`config.mk`:
```
export PLATFORM = sky130hd
export DESIGN_NAME = serial_adder_ctrl
export DESIGN_NICKNAME = d
export VERILOG_FILES = /design/src/rtl/serial_adder_pkg.sv /design/src/rtl/serial_fa_bit.sv /design/src/rtl/serial_adder_ctrl.sv
export SDC_FILE = /design/constraint.sdc
export NUM_CORES = 1
export LEC_CHECK = 0
export ABC_AREA = 1
export CORE_ASPECT_RATIO = 1.5
export CORE_UTILIZATION = 53
export CTS_CLUSTER_SIZE = 16
export DETAILED_ROUTE_END_ITERATION = 10
export GPL_ROUTABILITY_DRIVEN = 1
export GPL_TIMING_DRIVEN = 0
export PLACE_DENSITY = 0.85
export RECOVER_POWER = 50
export REMOVE_ABC_BUFFERS = 1
export SLEW_MARGIN = 10
export SYNTH_ARGS = -nofsm -noshare
export SYNTH_HDL_FRONTEND = slang
export SYNTH_SLANG_ARGS = --single-unit
```
`constraint.sdc`:
```
create_clock -name clk -period 2.82 [get_ports clk]
set_input_delay 0.282 -clock clk [delete_from_list [all_inputs] [get_ports clk]]
set_output_delay 0.282 -clock clk [all_outputs]
set_load 0.05 [all_outputs]
```
`src/rtl/serial_adder_pkg.sv`:
```
`default_nettype none
// ============================================================================
// Module      : serial_adder_pkg
// Description : Shared types and constants for the bit-serial adder
//               controller. Holds the controller state encoding and the
//               default operand width.
// Revision    : 1.0  Initial release
// ============================================================================
package serial_adder_pkg;

    localparam int DEFAULT_WIDTH = 8;

    typedef enum logic [1:0] {
        IDLE = 2'd0,
        ADD  = 2'd1,
        HOLD = 2'd2
    } state_t;

endpackage : serial_adder_pkg
`default_nettype wire

```
`src/rtl/serial_fa_bit.sv`:
```
`default_nettype none
// ============================================================================
// Module      : serial_fa_bit
// Description : Combinational one-bit full adder built from two half-adder
//               stages followed by an OR of the two partial carries.
// Ports       : x, y  - addend bits
//               ci    - carry in
//               s     - sum bit
//               co    - carry out
// Revision    : 1.0  Initial release
// ============================================================================
module serial_fa_bit (
    input  logic x,
    input  logic y,
    input  logic ci,
    output logic s,
    output logic co
);

    logic w_h1_s;
    logic w_h1_c;
    logic w_h2_c;

    // First half adder: x + y
    assign w_h1_s = x ^ y;
    assign w_h1_c = x & y;

    // Second half adder: partial sum + carry in
    assign s      = w_h1_s ^ ci;
    assign w_h2_c = w_h1_s & ci;

    // At most one of the two partial carries can be set
    assign co     = w_h1_c | w_h2_c;

endmodule : serial_fa_bit
`default_nettype wire

```
`src/rtl/serial_adder_ctrl.sv`:
```
`default_nettype none
// ============================================================================
// Module      : serial_adder_ctrl
// Description : Bit-serial adder controller. Accepts two WIDTH-bit operands
//               plus carry-in over a valid/ready handshake, adds them one bit
//               per clock through a single full-adder slice, then presents
//               {cout,sum} over a second valid/ready handshake.
// Ports       : clk, rst           - clock, synchronous active-high reset
//               in_valid/in_ready  - operand handshake (ready only in IDLE)
//               a, b, cin          - operands and carry-in
//               out_valid/out_ready- result handshake (valid only in HOLD)
//               sum, cout          - registered result
//               busy               - high while bits are being added
// Revision    : 1.0  Initial release
// ============================================================================
module serial_adder_ctrl
    import serial_adder_pkg::*;
#(
    parameter int WIDTH = DEFAULT_WIDTH
) (
    input  logic             clk,
    input  logic             rst,
    input  logic             in_valid,
    output logic             in_ready,
    input  logic [WIDTH-1:0] a,
    input  logic [WIDTH-1:0] b,
    input  logic             cin,
    output logic             out_valid,
    input  logic             out_ready,
    output logic [WIDTH-1:0] sum,
    output logic             cout,
    output logic             busy
);

    localparam int               CNT_W  = (WIDTH > 1) ? $clog2(WIDTH) : 1;
    localparam logic [CNT_W-1:0] C_LAST = CNT_W'(WIDTH - 1);

    state_t             r_state;
    state_t             w_state_nxt;

    logic [WIDTH-1:0]   r_a;
    logic [WIDTH-1:0]   r_b;
    logic [WIDTH-1:0]   r_sum;
    logic               r_carry;
    logic               r_cout;
    logic [CNT_W-1:0]   r_cnt;

    logic               w_s;
    logic               w_co;
    logic               w_last;

    // ------------------------------------------------------------------
    // Single full-adder slice operating on the LSBs of the shift registers
    // ------------------------------------------------------------------
    serial_fa_bit u_fa (
        .x  (r_a[0]),
        .y  (r_b[0]),
        .ci (r_carry),
        .s  (w_s),
        .co (w_co)
    );

    assign w_last = (r_cnt == C_LAST);

    // ------------------------------------------------------------------
    // State register
    // ------------------------------------------------------------------
    always_ff @(posedge clk) begin
        if (rst) begin
            r_state <= IDLE;
        end else begin
            r_state <= w_state_nxt;
        end
    end

    // ------------------------------------------------------------------
    // Next-state logic
    // ------------------------------------------------------------------
    always_comb begin
        w_state_nxt = r_state;
        case (r_state)
            IDLE: if (in_valid)  w_state_nxt = ADD;
            ADD:  if (w_last)    w_state_nxt = HOLD;
            HOLD: if (out_ready) w_state_nxt = IDLE;
            default:             w_state_nxt = IDLE;
        endcase
    end

    // ------------------------------------------------------------------
    // Datapath: operand/sum shift registers, carry flop, bit counter
    // ------------------------------------------------------------------
    always_ff @(posedge clk) begin
        if (rst) begin
            r_a     <= '0;
            r_b     <= '0;
            r_sum   <= '0;
            r_carry <= 1'b0;
            r_cout  <= 1'b0;
            r_cnt   <= '0;
        end else begin
            case (r_state)
                IDLE: begin
                    if (in_valid) begin
                        r_a     <= a;
                        r_b     <= b;
                        r_carry <= cin;
                        r_cnt   <= '0;
                    end
                end
                ADD: begin
                    r_a     <= {1'b0, r_a[WIDTH-1:1]};
                    r_b     <= {1'b0, r_b[WIDTH-1:1]};
                    // Sum bits enter at the MSB so that after WIDTH shifts
                    // bit 0 of the result has arrived at bit 0.
                    r_sum   <= {w_s, r_sum[WIDTH-1:1]};
                    r_carry <= w_co;
                    // Counter stops at the last bit rather than wrapping.
                    if (w_last) begin
                        r_cout <= w_co;
                    end else begin
                        r_cnt  <= r_cnt + CNT_W'(1);
                    end
                end
                default: ;
            endcase
        end
    end

    // ------------------------------------------------------------------
    // Outputs
    // ------------------------------------------------------------------
    assign in_ready  = (r_state == IDLE);
    assign busy      = (r_state == ADD);
    assign out_valid = (r_state == HOLD);
    assign sum       = r_sum;
    assign cout      = r_cout;

endmodule : serial_adder_ctrl
`default_nettype wire
```
==> impl_metrics.py, run 1 <==
# Auto-generated metrics
metrics = {
    "run_status": {
        "status": "complete, no violations",
    },
    "timing": {
        "hold_violations": 0,
        "max-slew-margin-rel_pct": 24.7,
        "worst_slew_pin_slew_ns": 1.13,
        "fin_crit_sh_pct": 92.1,
        "slew_viol_final": 0,
        "whs_ns": 0.465,
        "max_freq_mhz": 385,
    },
    "pwr": {
        "max-vdd-ir-drop_uv": 388,
        "pg_comb_mw": 0.217,
        "netSwitchingFraction_pct": 28.9,
        "powerDensity_nw_per_um2": 581,
    },
    "worst_setup_path": {
        "rrSetupSlack_ns": 1.08,
        "path_buffers": 2,
        "crit_type": "register to output port",
        "crit_fanout": 27,
        "critPathLaunchType": "register",
    },
    "floorplan": {
        "die_x_um": 45.3,
        "die_h_um": 67.0,
        "fp-row-count": 23,
        "pin_count": 33,
        "fp.coreArea_um2": 2680,
    },
    "job": {
        "tool_warnings": 25,
    },
    "cells_and_area": {
        "seq_share_pct": 32.9,
        "drive_above_1_share_pct": 4.94,
        "diodes": 0,
        "buffers": 32,
        "buf_share_pct": 17.0,
        "area_growth_pct": 26.4,
        "logic_gates": 170,
    },
    "clock_tree": {
        "cts_resized": 0,
        "clock_path_buffers": 2,
        "clkLatencyLatePin_ns": 0.29,
        "path_clk_slew_ns": 0.06,
        "hold_buffers": 0,
        "cts_setup_buffers": 0,
    },
    "placement": {
        "dpl_cell_area_um2": 1790,
        "hpwlAfterDp_um": 1950,
        "place.gp.congestion": 0.743,
        "dpl_worst_slack_ns": 0.585,
    },
    "synthesis": {
        "yosysUniqueCellTypes": 18,
        "syn_area_per_cell_um2": 6.41,
        "yosysMostFrequentCell": "nand2_1",
        "synth_top_cell_by_area": "dfxtp_1",
    },
    "global_routing": {
        "grt_pass1_vias": 1183,
    },
    "routing": {
        "wl_met3_um": 105,
        "drtIter0Drc": 48,
    },
}
-- run 1: cell families after synthesis --
group	share of synthesized area, %
buf+inv	10.4
simple gates	40.1
flops	41.6
compound gates	4.95
fa+ha+maj	3.02
-- run 1: state kept, by name (all words and copies together) (netlist names) --
name,cells
cout,1
r_a,8
r_b,8
r_carry,1
r_cnt,3
r_state,2
sum,8
-- run 1: cells in the final DEF (no fill, tap or decap), drive strengths merged --
| cell type | instances |
|---|---|
| clkbuf | 8 |
| nand3 | 7 |
| nor2 | 56 |
| ha | 2 |
| dlygate4sd3 | 8 |
| a21oi | 5 |
| o21ai | 9 |
| clkdlybuf4s50 | 24 |
| fa | 1 |
| nand2 | 90 |
| inv | 22 |
| dfxtp | 31 |
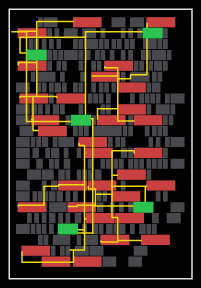
Figure 1: run 1, clock wires, drivers and flops.
Drawn at 4 px/um.
clock wires: drawn in yellow, length 418 um. flip-flops: drawn in red, count 31. clock-net drivers: drawn in green, count 5.
There are 6 routed clock nets. Position of the flops: all over the die.

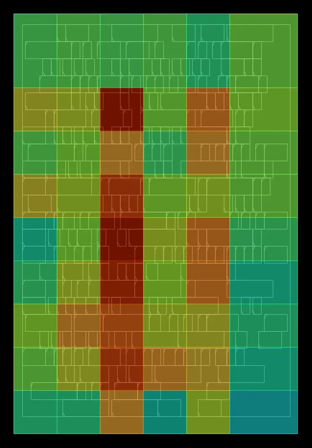
Figure 2: run 1, congestion heat map.
Tot GR Track Use: 22.6%
Most Crowded Layer GR: met2
grt met3 use: 7.32%
fin util: 70.5%

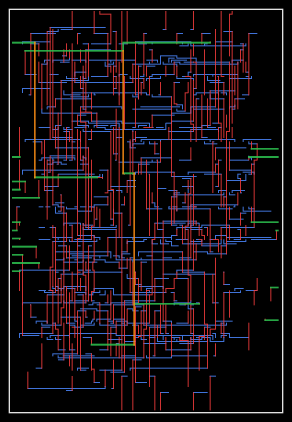
Figure 3: run 1, metal layers overlaid.
Drawn at 6 px/um.
M2: drawn in red, wire length 1550 um. M3: drawn in green, wire length 106 um. M1: drawn in blue, wire length 1270 um. M4: drawn in orange, wire length 71.4 um.
WL final: 3000 um
vias: 1420

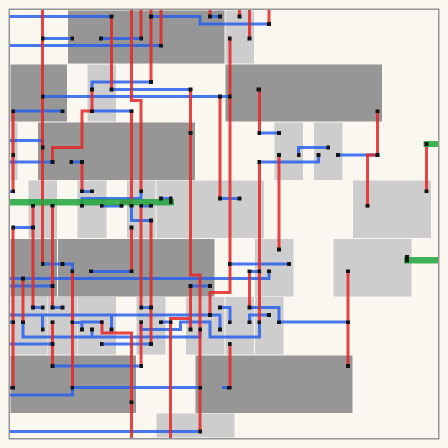
Figure 4: run 1, zoomed window.
Window x 24 to 44, y 7 to 27 um. Cells in grey, sequential cells in the stronger grey; small squares are vias.
M1: drawn in blue. M2: drawn in red. M3: drawn in green.
Sequential cells in the window: 6. 24 logic cells have their middle in the window. Most frequent: nor2_1 (10), dfxtp_1 (6), o21ai_0 (4). Netlist names of flops here include sum (5), r_b (1).

==> inputs of run 2 (changes only) <==
--- a/config.mk
+++ b/config.mk
@@ -16,4 +16,5 @@
 export RECOVER_POWER = 50
 export REMOVE_ABC_BUFFERS = 1
+export SETUP_SLACK_MARGIN = 0.4
 export SLEW_MARGIN = 10
 export SYNTH_ARGS = -nofsm -noshare
==> constraint.sdc (replaced) <==
create_clock -name clk -period 2.82 [get_ports clk]
set_input_delay 0.282 -clock clk [delete_from_list [all_inputs] [get_ports clk]]
set_output_delay 0.282 -clock clk [all_outputs]
set_load 0.01 [all_outputs]
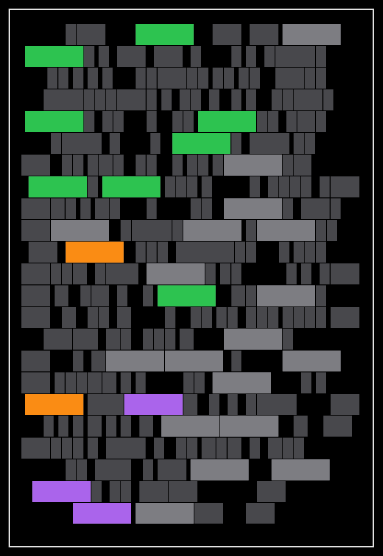
Figure 5: run 2, register map, names as in the netlist.
Drawn at 8 px/um. Other sequential cells in the stronger grey, the rest of the logic in the fainter grey.
r_state: drawn in orange, placed flops 2. r_cnt: drawn in purple, placed flops 3. r_a: drawn in green, placed flops 8.
Another 18 sequential cells are not coloured.
P_seq: 0.493 mW
flop share of the area: 32.9%
Sequential cell area: 621 um^2

==> run 2 against run 1 <==
  * Clock skew did not move
  * Die area unchanged
  * Sequential power barely moved
==> impl_metrics.py, run 2 <==
# Auto-generated metrics
metrics = {
    "run_status": {
        "status": "complete, no violations",
    },
    "cells_and_area": {
        "logic_gates": 170,
        "buf_share_pct": 17.0,
        "diodes": 0,
        "buffers": 32,
        "area_growth_pct": 26.4,
        "utilization_pct": 70.5,
        "final_common_cell": "nand2_1",
    },
    "worst_setup_path": {
        "crit_fanout": 27,
        "critPathLaunchType": "register",
        "rrSetupSlack_ns": 1.08,
    },
    "floorplan": {
        "pin_count": 33,
        "die_x_um": 45.3,
        "fp.coreArea_um2": 2680,
        "fp-row-count": 23,
        "die_h_um": 67.0,
    },
    "pwr": {
        "powerDensity_nw_per_um2": 563,
        "max-vdd-ir-drop_uv": 388,
        "netSwitchingFraction_pct": 26.6,
        "pg_comb_mw": 0.182,
    },
    "synthesis": {
        "yosysUniqueCellTypes": 18,
        "yosysMostFrequentCell": "nand2_1",
    },
    "job": {
        "tool_warnings": 25,
    },
    "placement": {
        "hpwlAfterDp_um": 1950,
        "place.gp.congestion": 0.743,
        "dpl_worst_slack_ns": 0.717,
    },
    "clock_tree": {
        "path_clk_slew_ns": 0.06,
        "cts_resized": 0,
        "clock_path_buffers": 2,
    },
    "timing": {
        "whs_ns": 0.465,
        "slew_viol_final": 0,
        "hold_violations": 0,
    },
    "global_routing": {
        "grt_use_total_pct": 22.6,
        "grt_pass1_vias": 1183,
    },
    "routing": {
        "drtIter0Drc": 48,
        "drt_wl_total_um": 3000,
    },
}
## run 2: cell counts after synthesis
No cell type changed its count.
## run 2: cells by family (layout without fill, tap and decap cells)
logic type | count (synthesis) | after routing | synth area share, %
buf+inv | 32 | 62 | 10.4
flops | 31 | 31 | 41.6
simple gates | 153 | 153 | 40.1
compound gates | 14 | 14 | 4.95
fa+ha+maj | 3 | 3 | 3.02
## run 2: worst max-delay path: cells and delay by family (launching register included)
kind	cells	cell delay [ns]
AND/OR/NAND/NOR	1	0.49
flip-flops	1	0.48
buffers and inverters	2	0.78
## run 2: routing by layer
metal,up-vias,share of wire (%),track usage (%)
li1,749,-,-
met1,641,42,24.7
met2,23,52,37.9
met3,7,3.5,7.32
met4,0,2.4,11.4
met5,-,0,0
==> inputs of run 3 (changes only) <==
Settings changed: CORE_UTILIZATION 53 to 49, PLACE_DENSITY 0.85 to 0.8.
Clock period 2.82 ns to 2.2 ns, I/O delays scaled along.
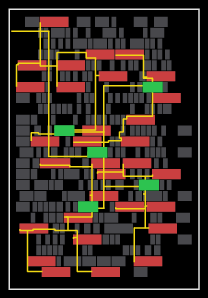
Figure 6: run 3, clock wires, drivers and flops.
Drawn at 4 px/um.
clock-net drivers: drawn in green, count 5. flip-flops: drawn in red, count 31. clock wires: drawn in yellow, length 402 um.
There are 6 routed clock nets. Position of the flops: all over the die.

==> run 3 against run 2 <==
  * Highest routed layer unchanged
  * Sequential share of layout area about the same
  * Setup slack got worse by 0.11 ns
  * Critical path depth unchanged
  * Final area about the same
  * Combinational power increased by 29%
==> impl_metrics.py, run 3 <==
# Auto-generated metrics
metrics = {
    "placement": {
        "dpl_worst_slack_ns": 0.157,
        "dpl_cell_area_um2": 1790,
        "hpwlAfterDp_um": 1880,
    },
    "global_routing": {
        "grtUsageMet2_pct": 35.3,
        "busiest_layer": "met2",
        "grt_pass1_vias": 1221,
        "grt_use_total_pct": 21.3,
    },
    "clock_tree": {
        "clock_path_buffers": 2,
        "path_clk_slew_ns": 0.06,
    },
    "timing": {
        "hold_violations": 0,
        "max_freq_mhz": 549,
        "fin_crit_sh_pct": 82.7,
        "whs_ns": 0.466,
    },
    "routing": {
        "wl_met3_um": 108,
        "drt_wl_total_um": 2940,
        "drtIter0Drc": 34,
        "vias": 1414,
        "wl_met1_um": 1260,
        "dr.max_layer_used": "met4",
    },
    "cells_and_area": {
        "logic_gates": 171,
        "diodes": 0,
        "final-seq-area_um2": 622,
    },
    "pwr": {
        "pg_comb_mw": 0.234,
        "powerDensity_nw_per_um2": 695,
    },
    "floorplan": {
        "fp-row-count": 24,
        "pin_count": 33,
        "die_x_um": 47.1,
        "fp.coreArea_um2": 2910,
    },
    "worst_setup_path": {
        "cp.depth": 3,
        "path_buffers": 2,
    },
    "synthesis": {
        "syn_area_per_cell_um2": 6.41,
        "yosysMostFrequentCell": "nand2_1",
        "aoi_share_pct": 4.95,
    },
    "job": {
        "tool_warnings": 27,
    },
    "run_status": {
        "status": "complete, no violations",
    },
}
==> run 3: cell count changes in the layout (fill, tap and decap cells not counted) <==
cell	previous run	this run
clkbuf_8	7	6
clkinv_2	0	1
dfxtp_1	31	30
dfxtp_2	0	1
nor2_2	2	3
==> run 3: final timing paths <==
path / from / endpoint / slack (ns)
max: r_state[0] / busy / 0.38
min: r_b[7] / r_b[7] / 0.47
max reg2reg: r_state[0] / r_cnt[2] / 0.46
min reg2reg: r_b[7] / r_b[7] / 0.47
==> run 3: timing repair <==
item	CTS	global route
gates cloned	1	0
gates resized	0	3
setup endpoints to repair	1	20
setup buffers	1	0
pin swaps	1	0
==> run 3: worst min-delay path, cell delays in order (launching register included) <==
cell	delay, ns
dfxtp_1	0.31
nand2_1	0.06
a21oi_1	0.05
Power is estimated from default activity; no workload was simulated.
